### M1 wires, run 1

The bar under the picture is 20 um long. Supply wires on this layer in gray.
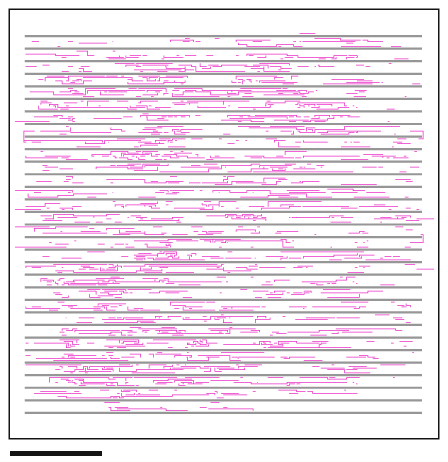
### The metal 3 layer, run 1

The bar under the picture is 20 um long.
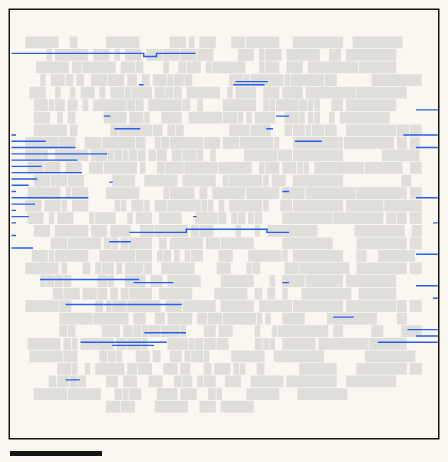
### A small window of the routed layout, run 1

The bar under the picture is 10 um long. Window x 50 to 90, y 3 to 43 um. Cells in gray, sequential cells in the stronger gray; small squares are vias.
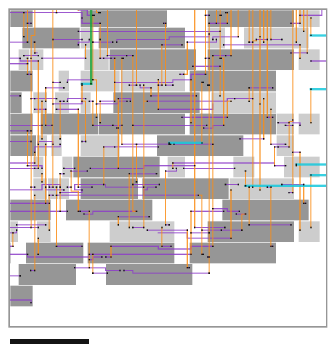
Design ldpc_byte_sink, sky130hd; sources not shown.
==> ci_impl_report.md, run 1 <==
## Synthesis and layout report

| Metric | Value |
|---|---|
| Status | `complete, no violations` |
| Clock transition at path regs | `0.10 ns` |
| R2R setup slack | `0.62 ns` |
| Reg2reg path depth | `6` |
| Die x size | `92.7 um` |
| Req. time, crit path | `2.06 ns` |
| Fin crit period | `2.48 ns` |
| Die height | `92.7 um` |
| First-pass GRT wire length | `14.0 mm` |
| Syn Area/Cell | `11.2 sq um` |
| Fin util | `0.745` |
| Least-Margin Pin Slew | `0.515 ns` |
| Core Density at Floorplan | `0.642` |
| Post-CTS Hold Fix Bufs | `0` |
| DRT iter0 DRCs | `109` |
| Count leader, synth | `dfxtp_1` |
| Type of the tightest min-delay check | `register to register` |
| Worst Path Arrival | `1.79 ns` |
| Hold Crit Depth | `2` |
| Worst slew margin | `0.655` |
| Yosys reg bits | `106` |
| Layout cells sized above 1 | `0.123` |
| CTS buffer count | `9` |
| Initial antenna violation count | `0` |
| Ant. Diodes | `0` |
| Gp weighted congestion | `0.819` |
| Routed Antenna Nets | `0` |
| Max cap viols | `0` |
| Tool Warnings | `29` |
| Clock sink count | `106` |
| Setup tns final | `0 ns` |
| CP startpoint kind | `register` |
| Critical path endpoint category | `output port` |
| Cell Rows | `30` |
| Area leader, netlist | `dfxtp_1` |
| YS warnings | `0` |
| Post-synth top flop | `dfxtp_1` |
| Total GRT Usage | `0.205` |
| Fin crit share | `0.901` |
| Half-perimeter wire length after placement | `5.98 mm` |
| Leak Pwr | `1.90 nW` |
| WHS | `0.463 ns` |
| Yosys stat cell total | `404` |
| DRC violations left | `0` |
| Die area | `0.00859 sq mm` |
| Gr ovfl total | `0` |
Notes on 'M1 wires' above:
wire length on this layer: 3670 um
longest straight run: 21.6 um
WL final: 8.29 mm
grt met1 use: 0.260

Notes on 'The metal 3 layer' above:
main direction: horizontal
wire length on this layer: 381 um
vias: 3095
met3 Resource Use GR: 0.0431

Notes on 'A small window of the routed layout' above:
[purple] M1
[green] M4
[cyan] M3
[orange] M2
most frequent: edfxtp_1 (18), nand2_1 (10), dfxtp_1 (6)
cells with their middle in the window: 58
sequential cells in the window: 24

## run 1: where the power goes
| part | internal [mW] | switching [mW] |
|---|---|---|
| clock | 0.345 | 0.531 |
| sequential | 1.63 | 0.00867 |
| combinational | 0.0414 | 0.0586 |
| total | 2.01 | 0.598 |
## run 1: cells in the final DEF (no fill, tap or decap), drive strengths merged, types with 15 or more instances in the layout
cell and count:
a21oi 20, o21ai 21, nand2 39, nor2 43, buf 22, dfxtp 66
clkdlybuf4s50 33, edfxtp 40, inv 18, nand3 15
## run 1: per-stage QoR
step                      cells  setup slack [ns]  area (sq um)
after floorplan             404             0.351          4510
after global placement      537             0.481          5040
after CTS                   553            0.0237          5220
final                       553             0.271          5230
after global routing        553             0.186          5230
after detailed placement    537             0.430          5040
## run 1: layout make-up
type,count,area (sq um)
clock buffer,9,124
clock inverter,7,60.1
fill,495,1790
inverter,15,56.3
multi-input combinational,264,1840
sequential,106,2520
tap,96,120
timing repair buffer,56,508
## run 1: worst max-delay path: stages, from the launching register on
cell and delay, ns:
dfxtp_1 0.33, buf_4 0.22, mux4_2 0.52, and2_1 0.17, buf_4 0.18
## run 1: cells by family after synthesis
group | synth area share
and+or+nand+nor | 0.165
DFF | 0.559
adders and majority gates | 0.0305
muxes | 0.0785
buffers and inverters | 0.0336
AOI/OAI and AO/OA | 0.0868
xor gates and xnor gates | 0.0466
## run 1: timing repair
action / CTS / global route
gates resized: 0 / 1
endpoints found under the setup margin: 0 / 1
buffers inserted: 0 / 0
## run 1: per-layer routing
metal  global-route usage  part of all wire  vias up
met2                0.347              0.50       61
met4               0.0781             0.014        0
li1                     -                 -     1530
met3               0.0431             0.046       13
met1                0.260              0.44     1491
met5                    0                 0        -
--- run 2 (diff from run 1) ---
--- a/config.mk
+++ b/config.mk
@@ -10,9 +10,10 @@
 export CORE_MARGIN = 3
 export CORE_UTILIZATION = 60
 export DETAILED_ROUTE_END_ITERATION = 16
+export HOLD_SLACK_MARGIN = 0.15
 export PLACE_DENSITY = 0.81
 export SKIP_LAST_GASP = 1
-export SLEW_MARGIN = 10
+export SLEW_MARGIN = 15
 export SYNTH_ARGS = -nofsm -noshare
 export SYNTH_HDL_FRONTEND = slang
 export SYNTH_SLANG_ARGS = --single-unit
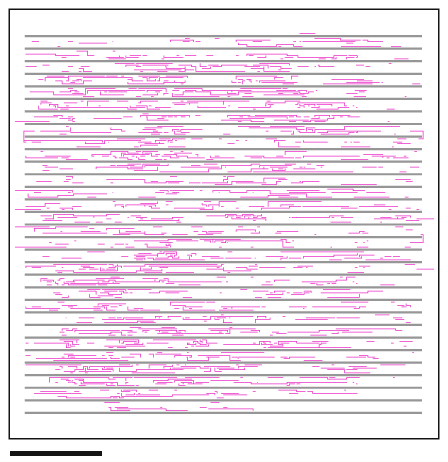
*M1 wires, run 2*
The bar under the picture is 20 um long. Supply wires on this layer in gray.
wire length on this layer: 3670 um
main direction: horizontal
share of all routed wire: 44%
longest straight run: 21.6 um

==> ci_impl_report.md, run 2 <==
## Synthesis and layout report

| Metric | Value |
|---|---|
| Hold Crit Depth | `2 (unchanged)` |
| Critical path endpoint category | `output port (unchanged)` |
| Clock transition at path regs | `0.10 ns (about the same)` |
| P_sw | `0.598 mW (unchanged)` |
| Setup tns final | `0 ns (unchanged)` |
| Count leader, synth | `dfxtp_1 (unchanged)` |
| DRT iter0 DRCs | `109 (unchanged)` |
| DR WL met2 | `4.12 mm (unchanged)` |
| Total GRT Usage | `0.205 (unchanged)` |
| Cell Rows | `30 (unchanged)` |
| Switching share of power | `0.229 (unchanged)` |
| Post-CTS Hold Fix Bufs | `0 (unchanged)` |
| First-pass GRT wire length | `14.0 mm (unchanged)` |
| DR top layer | `met4 (unchanged)` |
| Type of the tightest min-delay check | `register to register (unchanged)` |
| Logic area | `0.00184 sq mm (unchanged)` |
| Fin util | `0.745 (unchanged)` |
| Status | `complete, no violations (unchanged)` |
| DRC violations left | `0 (unchanged)` |
| Syn Area/Cell | `11.2 sq um (unchanged)` |
| Post-synth top flop | `dfxtp_1 (unchanged)` |
| Crit-path most repeated cell | `buf_4 (unchanged)` |
| Ant. Diodes | `0 (unchanged)` |
| Least-Margin Pin Slew | `0.515 ns (unchanged)` |
| CP bufs+invs | `2 (unchanged)` |
| Die height | `92.7 um (unchanged)` |
| Most frequent cells in the layout | `dfxtp_1, nor2_1, edfxtp_1 (unchanged)` |
| Slowest cell on the critical path | `mux4_2 (unchanged)` |
| Clock share of power | `0.336 (about the same)` |
| Reg2reg path depth | `6 (unchanged)` |
| Core Density at Floorplan | `0.642 (unchanged)` |
| Filler Cell Count | `495 (unchanged)` |
| Clock sink count | `106 (unchanged)` |
| Gr ovfl total | `0 (unchanged)` |
| Routed Antenna Nets | `0 (unchanged)` |
| CP startpoint kind | `register (unchanged)` |
| CTS buffer count | `9 (unchanged)` |
| Area leader, netlist | `dfxtp_1 (unchanged)` |
| Req. time, crit path | `2.06 ns (about the same)` |
| Top logic cell by instance count in the layout | `dfxtp_1 (unchanged)` |
| YS warnings | `0 (unchanged)` |
| Max cap viols | `0 (unchanged)` |
| Critical path depth | `4 (unchanged)` |
| Fin crit period | `2.48 ns (unchanged)` |
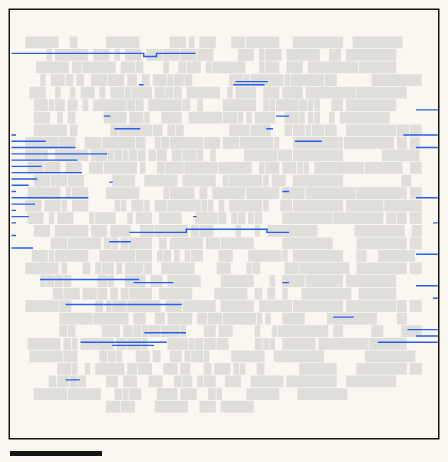
*The metal 3 layer, run 2*
The bar under the picture is 20 um long.
wire length on this layer: 381 um
share of all routed wire: 4.6%
main direction: horizontal
nets with wire on the layer: 41

[run 2: worst register-to-register path: stages (launching register included)]
cell and delay (ns):
dfxtp_1 0.41, ha_1 0.33, nand3_4 0.15, nor4_4 0.44, mux2_4 0.34, mux2i_2 0.21, a41o_1 0.19
[run 2: logic make-up (layout without fill, tap and decap cells)]
group | count (synthesis) | after routing | share of synthesized area
AOI/OAI and AO/OA | 62 | 62 | 0.0868
xor gates and xnor gates | 24 | 24 | 0.0466
buffers and inverters | 34 | 87 | 0.0336
DFF | 106 | 106 | 0.559
muxes | 22 | 22 | 0.0785
adders and majority gates | 11 | 11 | 0.0305
and+or+nand+nor | 145 | 145 | 0.165
[run 2: stage by stage]
stage	worst slack, ns	instance area [sq um]	instances	hold WS [ns]	total power, mW
2_1_floorplan	0.351	4510	404	0.432	1.73
3_3_place_gp	0.481	5040	537	0.445	1.77
3_5_place_dp	0.430	5040	537	0.451	1.77
4_1_cts	0.0237	5220	553	0.469	2.63
5_1_grt	0.186	5230	553	0.496	2.71
6_report	0.271	5230	553	0.463	2.61
[run 2: layer usage]
metal  vias up  global-route usage
met5         -                   0
met4         0              0.0781
met3        13              0.0431
met2        61               0.347
met1      1491               0.260
li1       1530                   -
[run 2: cell type report]
class / instances / share of cell area
Inverter: 15 / 0.0108
Clock inverter: 7 / 0.0115
Clock buffer: 9 / 0.0237
Tap cell: 96 / 0.0230
Timing Repair Buffer: 56 / 0.0972
Multi-Input combinational cell: 264 / 0.351
Sequential cell: 106 / 0.483
[run 2: power groups by stage]
stage,logic (mW),clock network [mW],registers (mW)
2_1_floorplan,0.0460,0,1.68
3_3_place_gp,0.0976,0,1.67
3_5_place_dp,0.100,0,1.67
4_1_cts,0.100,0.897,1.63
5_1_grt,0.109,0.966,1.64
6_report,0.0999,0.876,1.63
Power figures rest on the tool's default switching activity, not on a simulated workload.
